$ cat src/rtl/cpu_run_monitor.sv
// cpu_run_monitor: sequences processor reset, then watches the data-memory
// store bus, keeps a circular log of recent stores and reports a registered
// one-hot PASS / FAIL / TIMEOUT verdict for the run.
module cpu_run_monitor #(
    parameter int DATA_W       = 32,
    parameter int ADDR_W       = 32,
    parameter int RESET_CYCLES = 2,
    parameter int TIMEOUT      = 1000,
    parameter int PASS_ADDR    = 100,
    parameter int PASS_DATA    = 7,
    parameter int LOG_DEPTH    = 8,
    parameter int CNT_W        = 32
) (
    input  logic                         i_clk,
    input  logic                         i_reset,
    input  logic                         i_start,
    input  logic                         i_mem_write,
    input  logic [ADDR_W-1:0]            i_data_adr,
    input  logic [DATA_W-1:0]            i_write_data,
    output logic                         o_cpu_reset,
    output logic                         o_running,
    output logic                         o_done,
    output logic                         o_pass,
    output logic                         o_fail,
    output logic                         o_timeout,
    output logic [CNT_W-1:0]             o_cycle_count,
    output logic [CNT_W-1:0]             o_write_count,
    input  logic [$clog2(LOG_DEPTH)-1:0] i_log_rd_idx,
    output logic                         o_log_rd_valid,
    output logic [ADDR_W-1:0]            o_log_rd_adr,
    output logic [DATA_W-1:0]            o_log_rd_data
);

    localparam int LOG_W = $clog2(LOG_DEPTH);

    typedef enum logic [2:0] {
        S_IDLE    = 3'd0,
        S_HOLD    = 3'd1,
        S_RUN     = 3'd2,
        S_PASS    = 3'd3,
        S_FAIL    = 3'd4,
        S_TIMEOUT = 3'd5
    } state_t;

    state_t                r_state;
    logic [31:0]           r_hold_cnt;
    logic                  r_cpu_reset;
    logic                  r_running;
    logic                  r_done;
    logic                  r_pass;
    logic                  r_fail;
    logic                  r_timeout;
    logic [CNT_W-1:0]      r_cycle_count;
    logic [CNT_W-1:0]      r_write_count;
    logic [LOG_W-1:0]      r_wr_ptr;
    logic [LOG_W:0]        r_entries;
    logic [ADDR_W-1:0]     r_log_adr  [LOG_DEPTH];
    logic [DATA_W-1:0]     r_log_data [LOG_DEPTH];
    logic                  r_log_rd_valid;
    logic [ADDR_W-1:0]     r_log_rd_adr;
    logic [DATA_W-1:0]     r_log_rd_data;

    logic                  w_in_run;
    logic                  w_terminal;
    logic                  w_start_ok;
    logic                  w_store;
    logic                  w_sig;
    logic                  w_sig_pass;
    logic                  w_tmo;
    logic [LOG_W-1:0]      w_rd_pos;
    logic                  w_rd_valid;

    assign w_in_run   = (r_state == S_RUN);
    assign w_terminal = (r_state == S_PASS) || (r_state == S_FAIL) || (r_state == S_TIMEOUT);
    // A start pulse only (re)launches a run from idle or a finished run.
    assign w_start_ok = i_start && ((r_state == S_IDLE) || w_terminal);
    assign w_store    = w_in_run && i_mem_write;
    assign w_sig      = w_store && (i_data_adr == ADDR_W'(PASS_ADDR));
    assign w_sig_pass = (i_write_data == DATA_W'(PASS_DATA));
    assign w_tmo      = w_in_run && (r_cycle_count == CNT_W'(TIMEOUT - 1));

    // Index 0 is the newest entry, i.e. the slot just behind the write pointer.
    assign w_rd_pos   = r_wr_ptr - LOG_W'(1) - i_log_rd_idx;
    assign w_rd_valid = ({1'b0, i_log_rd_idx} < r_entries);

    // Run sequencing FSM with all status outputs registered alongside the state.
    always_ff @(posedge i_clk or negedge i_reset) begin
        if (!i_reset) begin
            r_state     <= S_IDLE;
            r_hold_cnt  <= 32'd0;
            r_cpu_reset <= 1'b1;
            r_running   <= 1'b0;
            r_done      <= 1'b0;
            r_pass      <= 1'b0;
            r_fail      <= 1'b0;
            r_timeout   <= 1'b0;
        end else begin
            case (r_state)
                S_IDLE: begin
                    if (i_start) begin
                        r_state    <= S_HOLD;
                        r_hold_cnt <= 32'd0;
                    end
                    r_cpu_reset <= 1'b1;
                end
                S_HOLD: begin
                    if (r_hold_cnt == 32'(RESET_CYCLES - 1)) begin
                        r_state     <= S_RUN;
                        r_cpu_reset <= 1'b0;
                        r_running   <= 1'b1;
                    end else begin
                        r_hold_cnt  <= r_hold_cnt + 32'd1;
                    end
                end
                S_RUN: begin
                    // A signature store on the final budget cycle still decides the run.
                    if (w_sig) begin
                        r_running <= 1'b0;
                        r_done    <= 1'b1;
                        if (w_sig_pass) begin
                            r_state <= S_PASS;
                            r_pass  <= 1'b1;
                        end else begin
                            r_state <= S_FAIL;
                            r_fail  <= 1'b1;
                        end
                    end else if (w_tmo) begin
                        r_state   <= S_TIMEOUT;
                        r_running <= 1'b0;
                        r_done    <= 1'b1;
                        r_timeout <= 1'b1;
                    end
                end
                S_PASS, S_FAIL, S_TIMEOUT: begin
                    // Processor keeps free-running here until a restart.
                    if (i_start) begin
                        r_state     <= S_HOLD;
                        r_hold_cnt  <= 32'd0;
                        r_cpu_reset <= 1'b1;
                        r_done      <= 1'b0;
                        r_pass      <= 1'b0;
                        r_fail      <= 1'b0;
                        r_timeout   <= 1'b0;
                    end
                end
                default: begin
                    r_state     <= S_IDLE;
                    r_hold_cnt  <= 32'd0;
                    r_cpu_reset <= 1'b1;
                    r_running   <= 1'b0;
                    r_done      <= 1'b0;
                    r_pass      <= 1'b0;
                    r_fail      <= 1'b0;
                    r_timeout   <= 1'b0;
                end
            endcase
        end
    end

    // Run cycle / store counters and log bookkeeping, cleared when a run is launched.
    always_ff @(posedge i_clk or negedge i_reset) begin
        if (!i_reset) begin
            r_cycle_count <= '0;
            r_write_count <= '0;
            r_wr_ptr      <= '0;
            r_entries     <= '0;
        end else if (w_start_ok) begin
            r_cycle_count <= '0;
            r_write_count <= '0;
            r_wr_ptr      <= '0;
            r_entries     <= '0;
        end else if (w_in_run) begin
            r_cycle_count <= r_cycle_count + CNT_W'(1);
            if (i_mem_write) begin
                if (r_write_count != {CNT_W{1'b1}}) begin
                    r_write_count <= r_write_count + CNT_W'(1);
                end
                r_wr_ptr <= r_wr_ptr + LOG_W'(1);
                if (r_entries != (LOG_W + 1)'(LOG_DEPTH)) begin
                    r_entries <= r_entries + (LOG_W + 1)'(1);
                end
            end
        end
    end

    // Store log storage: oldest slot is overwritten once the buffer is full.
    always_ff @(posedge i_clk or negedge i_reset) begin
        if (!i_reset) begin
            for (int i = 0; i < LOG_DEPTH; i++) begin
                r_log_adr[i]  <= '0;
                r_log_data[i] <= '0;
            end
        end else if (w_store) begin
            r_log_adr[r_wr_ptr]  <= i_data_adr;
            r_log_data[r_wr_ptr] <= i_write_data;
        end
    end

    // Registered log read port; a same-cycle write is not visible until the next read.
    always_ff @(posedge i_clk or negedge i_reset) begin
        if (!i_reset) begin
            r_log_rd_valid <= 1'b0;
            r_log_rd_adr   <= '0;
            r_log_rd_data  <= '0;
        end else if (w_rd_valid) begin
            r_log_rd_valid <= 1'b1;
            r_log_rd_adr   <= r_log_adr[w_rd_pos];
            r_log_rd_data  <= r_log_data[w_rd_pos];
        end else begin
            r_log_rd_valid <= 1'b0;
            r_log_rd_adr   <= '0;
            r_log_rd_data  <= '0;
        end
    end

    assign o_cpu_reset    = r_cpu_reset;
    assign o_running      = r_running;
    assign o_done         = r_done;
    assign o_pass         = r_pass;
    assign o_fail         = r_fail;
    assign o_timeout      = r_timeout;
    assign o_cycle_count  = r_cycle_count;
    assign o_write_count  = r_write_count;
    assign o_log_rd_valid = r_log_rd_valid;
    assign o_log_rd_adr   = r_log_rd_adr;
    assign o_log_rd_data  = r_log_rd_data;

endmodule

$ cat config.mk
export PLATFORM = sky130hd
export DESIGN_NAME = cpu_run_monitor
export DESIGN_NICKNAME = d
export VERILOG_FILES = /design/src/rtl/cpu_run_monitor.sv
export SDC_FILE = /design/constraint.sdc
export NUM_CORES = 1
export LEC_CHECK = 0
export CORE_MARGIN = 4
export CORE_UTILIZATION = 55
export CTS_BUF_LIST = sky130_fd_sc_hd__clkbuf_4
export DETAILED_ROUTE_END_ITERATION = 7
export MAX_ROUTING_LAYER = met4
export PLACE_DENSITY = 0.76
export SYNTH_ARGS = -nofsm -noshare
export SYNTH_HDL_FRONTEND = slang
export SYNTH_SLANG_ARGS = --single-unit
$ cat constraint.sdc
create_clock -name i_clk -period 2.5 [get_ports i_clk]
set_input_delay 0.375 -clock i_clk [delete_from_list [all_inputs] [get_ports i_clk]]
set_output_delay 0.375 -clock i_clk [all_outputs]
set_load 0.05 [all_outputs]
A small window of the routed layout:
Region (110, 110) to (135, 135) µm. Cells in gray, sequential cells in the stronger gray; small squares are vias.
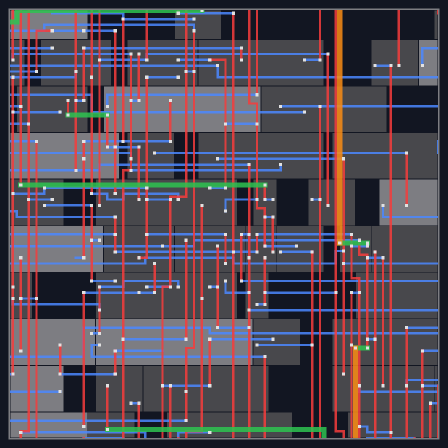
metal 4 -> orange
metal 1 -> blue
metal 2 -> red
metal 3 -> green
sequential cells in the window = 5
netlist names of flops here include = `r_log_data` (5)
cells with their middle in the window = 36
most frequent = buf_12 (10), mux2_2 (6), buf_4 (6)

Signal wires on met2:
Drawn at 1.5 px/µm.
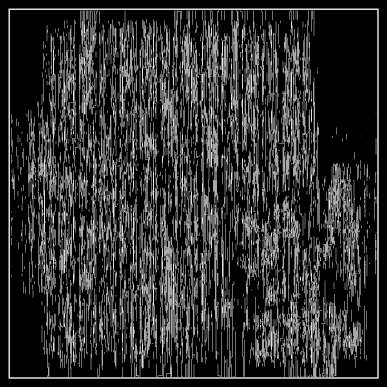
share of all routed wire = 51%
main direction = vertical
nets with wire on the layer = 2550
vias after detailed routing: 20900
Detailed Route WL: 76900 µm
global routing met2 resource utilization: 44.2%

==> flow_results.org <==
#+TITLE: Physical design notes

** Synth
- After Yosys synthesis, full adders, half adders and majority gates account for 0.470% of the synthesized area.
- Yosys stat area :: 30900 µm²
- Synth Area in Compound Gates :: 3.77%
- Share of flip-flops with an asynchronous set or reset after synthesis :: 100%
- Post-synth EDFFs :: 0
- Yosys simple share :: 8.13%
- Summing every instance area after synthesis gives 30900 µm².
- For this run, the register share of the synthesized area comes to 55.9%.
- After synthesis the netlist holds a flip-flop and latch count of 689.
- After technology mapping, the gate count stands at 2226.
- Average instance area after synthesis :: 13.9 µm²
- Ys flop type :: dfrtp_1
- Dominant kind of combinational cell :: multiplexers
- Fraction of synthesized cell area in xor and xnor cells :: 1.39%
- The Yosys step of the flow raised 0 warnings.
- The synth_stat.txt file lists the number of cells as 2226.
- Summing all multiplexer cells gives an area fraction of 28.1%.
- After synthesis, the netlist uses 66 different library cells.
- The net count after synthesis is 2308.

** Critical path
- OpenSTA lists the critical path endpoint as o_log_rd_adr[11].
- Startpoint of the most critical setup path :: r_wr_ptr[0]
- Setup slack, reg-to-reg :: 0.1 ns
- The report shows a maximum critical-path fanout of 18.
- Cell count of the worst reg-to-reg path :: 7
- In the setup report, the worst path falls into the class reg -> reg.
- The timing report shows that the slowest cell on the worst path is fa_4.
- The required time at the worst endpoint is listed as 3.34 ns.
- Kind of start point of the critical path :: register
- Grouping stages by cell kind, the critical path spends the most delay in adder cells.
- Cell depth of the worst setup path :: 7
- The capture point of the worst register-to-register path is recorded as o_log_rd_adr[11].
- Slowest Stage Delay on Critical Path :: 0.83 ns
- Worst EP arrival :: 3.24 ns
- Number of buffers and inverters on the critical path :: 2
- The signal on the critical path passes through ha_4, fa_4, buf_12, buf_12, mux4_2, nand2_1, a21oi_1.
- Setup crit end kind :: register

** Clock tree
- Per the CTS log, the root buffer master is clkbuf_4.
- Per the post-CTS timing run, clock transition at the registers of the reported paths is 0.07 ns.
- TritonCTS buffer count :: 177
- Max Buffers Root-to-Sink :: 3
- Looking at the post-CTS report, the setup buffer insertion count equals 0.
- Clock tree from TritonCTS :: done
- Post-cts sizing count :: 177
- Count of hold-fix buffers inserted at cts :: 3
- H-tree depth reported by CTS :: 4
- CTS saw 689 sinks.
- For the worst-skew pair, the clock arrives at the later sink with an insertion delay of 1.00 ns.

** Run
- Across the run, the number of max-cap violations was 0.
- Tool warning count :: 28

** Floorplan
- Top Ports :: 206
- Pre-Place Util :: 55.8%
- The design received a total of 748 well taps at floorplan.
- The floorplan step defined a die boundary enclosing 60000 µm².
- Die width :: 245 µm
- CORE AREA :: 55300 µm²
- Number of rows created at floorplan :: 86
- Measured along the y axis, the die boundary spans 245 µm.

** Pwr
- Power consumed by the clock network :: 9760 µW
- Relative contribution of combinational cells to total power :: 21.7%
- Looking at the group totals, the largest power group turns out to be registers.
- Cell internal power dissipation :: 19700 µW
- Net Sw Frac :: 29.5%
- Leakage dissipation :: 0.0184 µW
- The combinational power reported by the tool is 6070 µW.
- The analysis attributes to net switching a power of 8260 µW.
- The worst-case IR drop observed on VDD is 0.502 mV.
- Sequential group share of total power :: 43.4%
- Areal power density over the cells :: 736 nW/µm²
- The clock network burns 34.9% of the power.

** Cells and area
- The layout summary lists the proportion of cells stronger than drive strength 1 as 41.2%.
- Number of non-clock inverters :: 22
- The library cells used most frequently in the layout, excluding fill and tap cells, are dfrtp_1, mux2_2, clkbuf_4.
- Looking at the area split, the leading class of cells is registers.
- For this run, the script counts the antenna cells in the layout as 3.
- Combined area of the multi-input logic cells :: 13000 µm²
- Number of multi-input combinational cells :: 1382
- The layout has 3949 filler cells.
- Multi-input logic portion of the cell area :: 34.3%
- Fraction of area in non-clock buffers :: 11.6%
- Top Registers :: r_log_adr x256, r_log_data x256
- Of all the cell area in the finished design, the clock network holds 6.00%.
- There are 689 flip-flops and latches.
- CLK BUF :: 253
- Most frequent logic cell in the layout :: dfrtp_1
- According to the finish report, the design has a final net count of 2781.
- Core utilization of the finished layout :: 68.7%

** STA
- At the pin with the least slew margin, the transition time is 0.752 ns.
- The worst-case max-slew headroom was logged as 49.5%.
- Clock skew :: 0.0481 ns
- For reference, the final report shows the max-slew violation count at 0.
- Setup repair after global routing missed its margin :: no
- The clock period could shrink to 2.40 ns.
- Cycle use final :: 96.1%
- Final setup viols :: 0

** Detailed routing
- Residual antenna-violating net count after detailed routing :: 0
- Dividing the detail-routed via count by the number of cells gives 5.85.
- Post-DR wirelength/cell :: 21.5 µm
- The script parses the final routing iteration and logs DRC violations as 0.
- After the first detailed-routing iteration, the DRC count stood at 1339.

** Placement
- In the placement report, post-DP HPWL is listed as 50100 µm.
- Summing all placed instances gives a cell area of 35800 µm².
- Input and output buffers added on the ports amount to 205.
- The placement summary gives the final routability congestion estimate as 0.890.

** Outcome
- The flow ran to the end, and the final reports show no timing, DRC or antenna violations.

** Global routing
- Number of antenna violations at the first check in global routing :: 3
- The via count of the first global-routing pass is 22800.
- Total congestion overflow after global routing :: 0
- Total track usage :: 27.0%
- The first global-routing pass estimated 124000 µm of wire.

** Worst hold path
- The type recorded for the worst min-delay path is in -> async.
Drive-strength map:
Drawn at 2 px/µm.
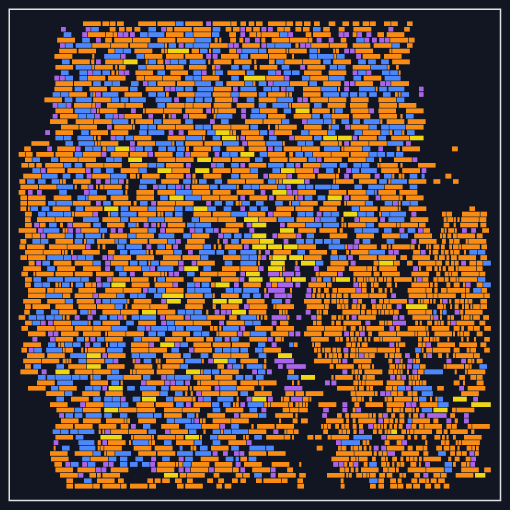
_3 and _4 cells -> purple  # cells 425, share 15%, most used clkbuf_4
_0 and _1 cells -> orange  # cells 1662, share 59%, most used dfrtp_1
_2 cells -> blue  # cells 667, share 24%, most used mux2_2
_6 and larger -> yellow  # cells 72, share 2.5%, most used buf_12
layout overhead on the synthesized area: 23.1%
final non-filler cell area: 38000 µm²
Buffers excl. clock: 427

Where the registers sit:
Drawn at 1.5 px/µm. Other sequential cells in the stronger gray, the rest of the logic in the fainter gray.
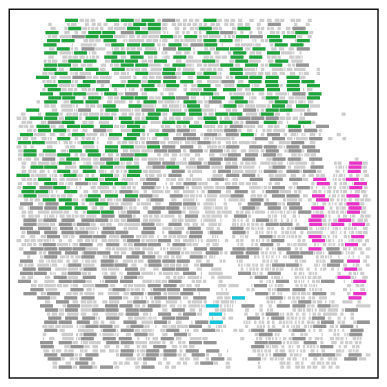
`r_log_adr` -> green  # placed flops 256
`r_entries` -> cyan  # placed flops 4, where south
`o_cycle_count` -> magenta  # placed flops 32, where east
not colored = 397
power attributed to sequential cells: 12100 µW
sequential fraction of total cell area: 45.4%
Storage cell area: 17200 µm²

[synthesized netlist by cell type (8+ instances only)]
| library cell | count | area [µm²] |
|---|---|---|
| a21oi_1 | 113 | 566 |
| buf_6 | 8 | 90.1 |
| o211ai_1 | 12 | 90.1 |
| or4_1 | 37 | 278 |
| or3_1 | 19 | 119 |
| nand2_1 | 187 | 702 |
| nand3_1 | 39 | 195 |
| o31ai_1 | 25 | 188 |
| buf_1 | 11 | 41.3 |
| xor2_1 | 25 | 219 |
| nor4_1 | 37 | 231 |
| nand4_1 | 38 | 238 |
| nor2_1 | 61 | 229 |
| mux2_2 | 501 | 5640 |
| mux4_2 | 128 | 2880 |
| clkbuf_1 | 68 | 255 |
| o21ai_0 | 21 | 105 |
| buf_2 | 44 | 220 |
| dfrtp_1 | 688 | 17200 |
| ha_1 | 10 | 125 |
| inv_1 | 22 | 82.6 |
| xnor2_1 | 22 | 193 |
| mux2_1 | 12 | 135 |
| nor3_1 | 20 | 100 |
[worst min-delay path: stages]
cell and delay (ns):
dlygate4sd3_1 0.57, buf_8 0.31, buf_4 0.23
[metal layers]
layer	part of all wire (%)	global-route usage, %	vias up
met5	0	-	-
met4	2.1	8.54	0
met3	5.1	5.53	123
met2	51	44.2	570
met1	42	34.3	10900
li1	-	-	9325
[per-stage QoR]
step           setup WS [ns]  hold WS [ns]  TNS (ns)  std cells  power [µW]
6_report              0.0983         0.171         0       3577       28000
3_5_place_dp          -0.436         0.393    -26.38       3265       18500
4_1_cts             0.000751        0.0269         0       3574       28300
3_3_place_gp          -0.407         0.394    -26.17       3265       18300
2_1_floorplan         0.0160        0.0794         0       2226       15700
5_1_grt            0.0000855         0.110         0       3577       29400
Power and IR drop assume default switching activity.
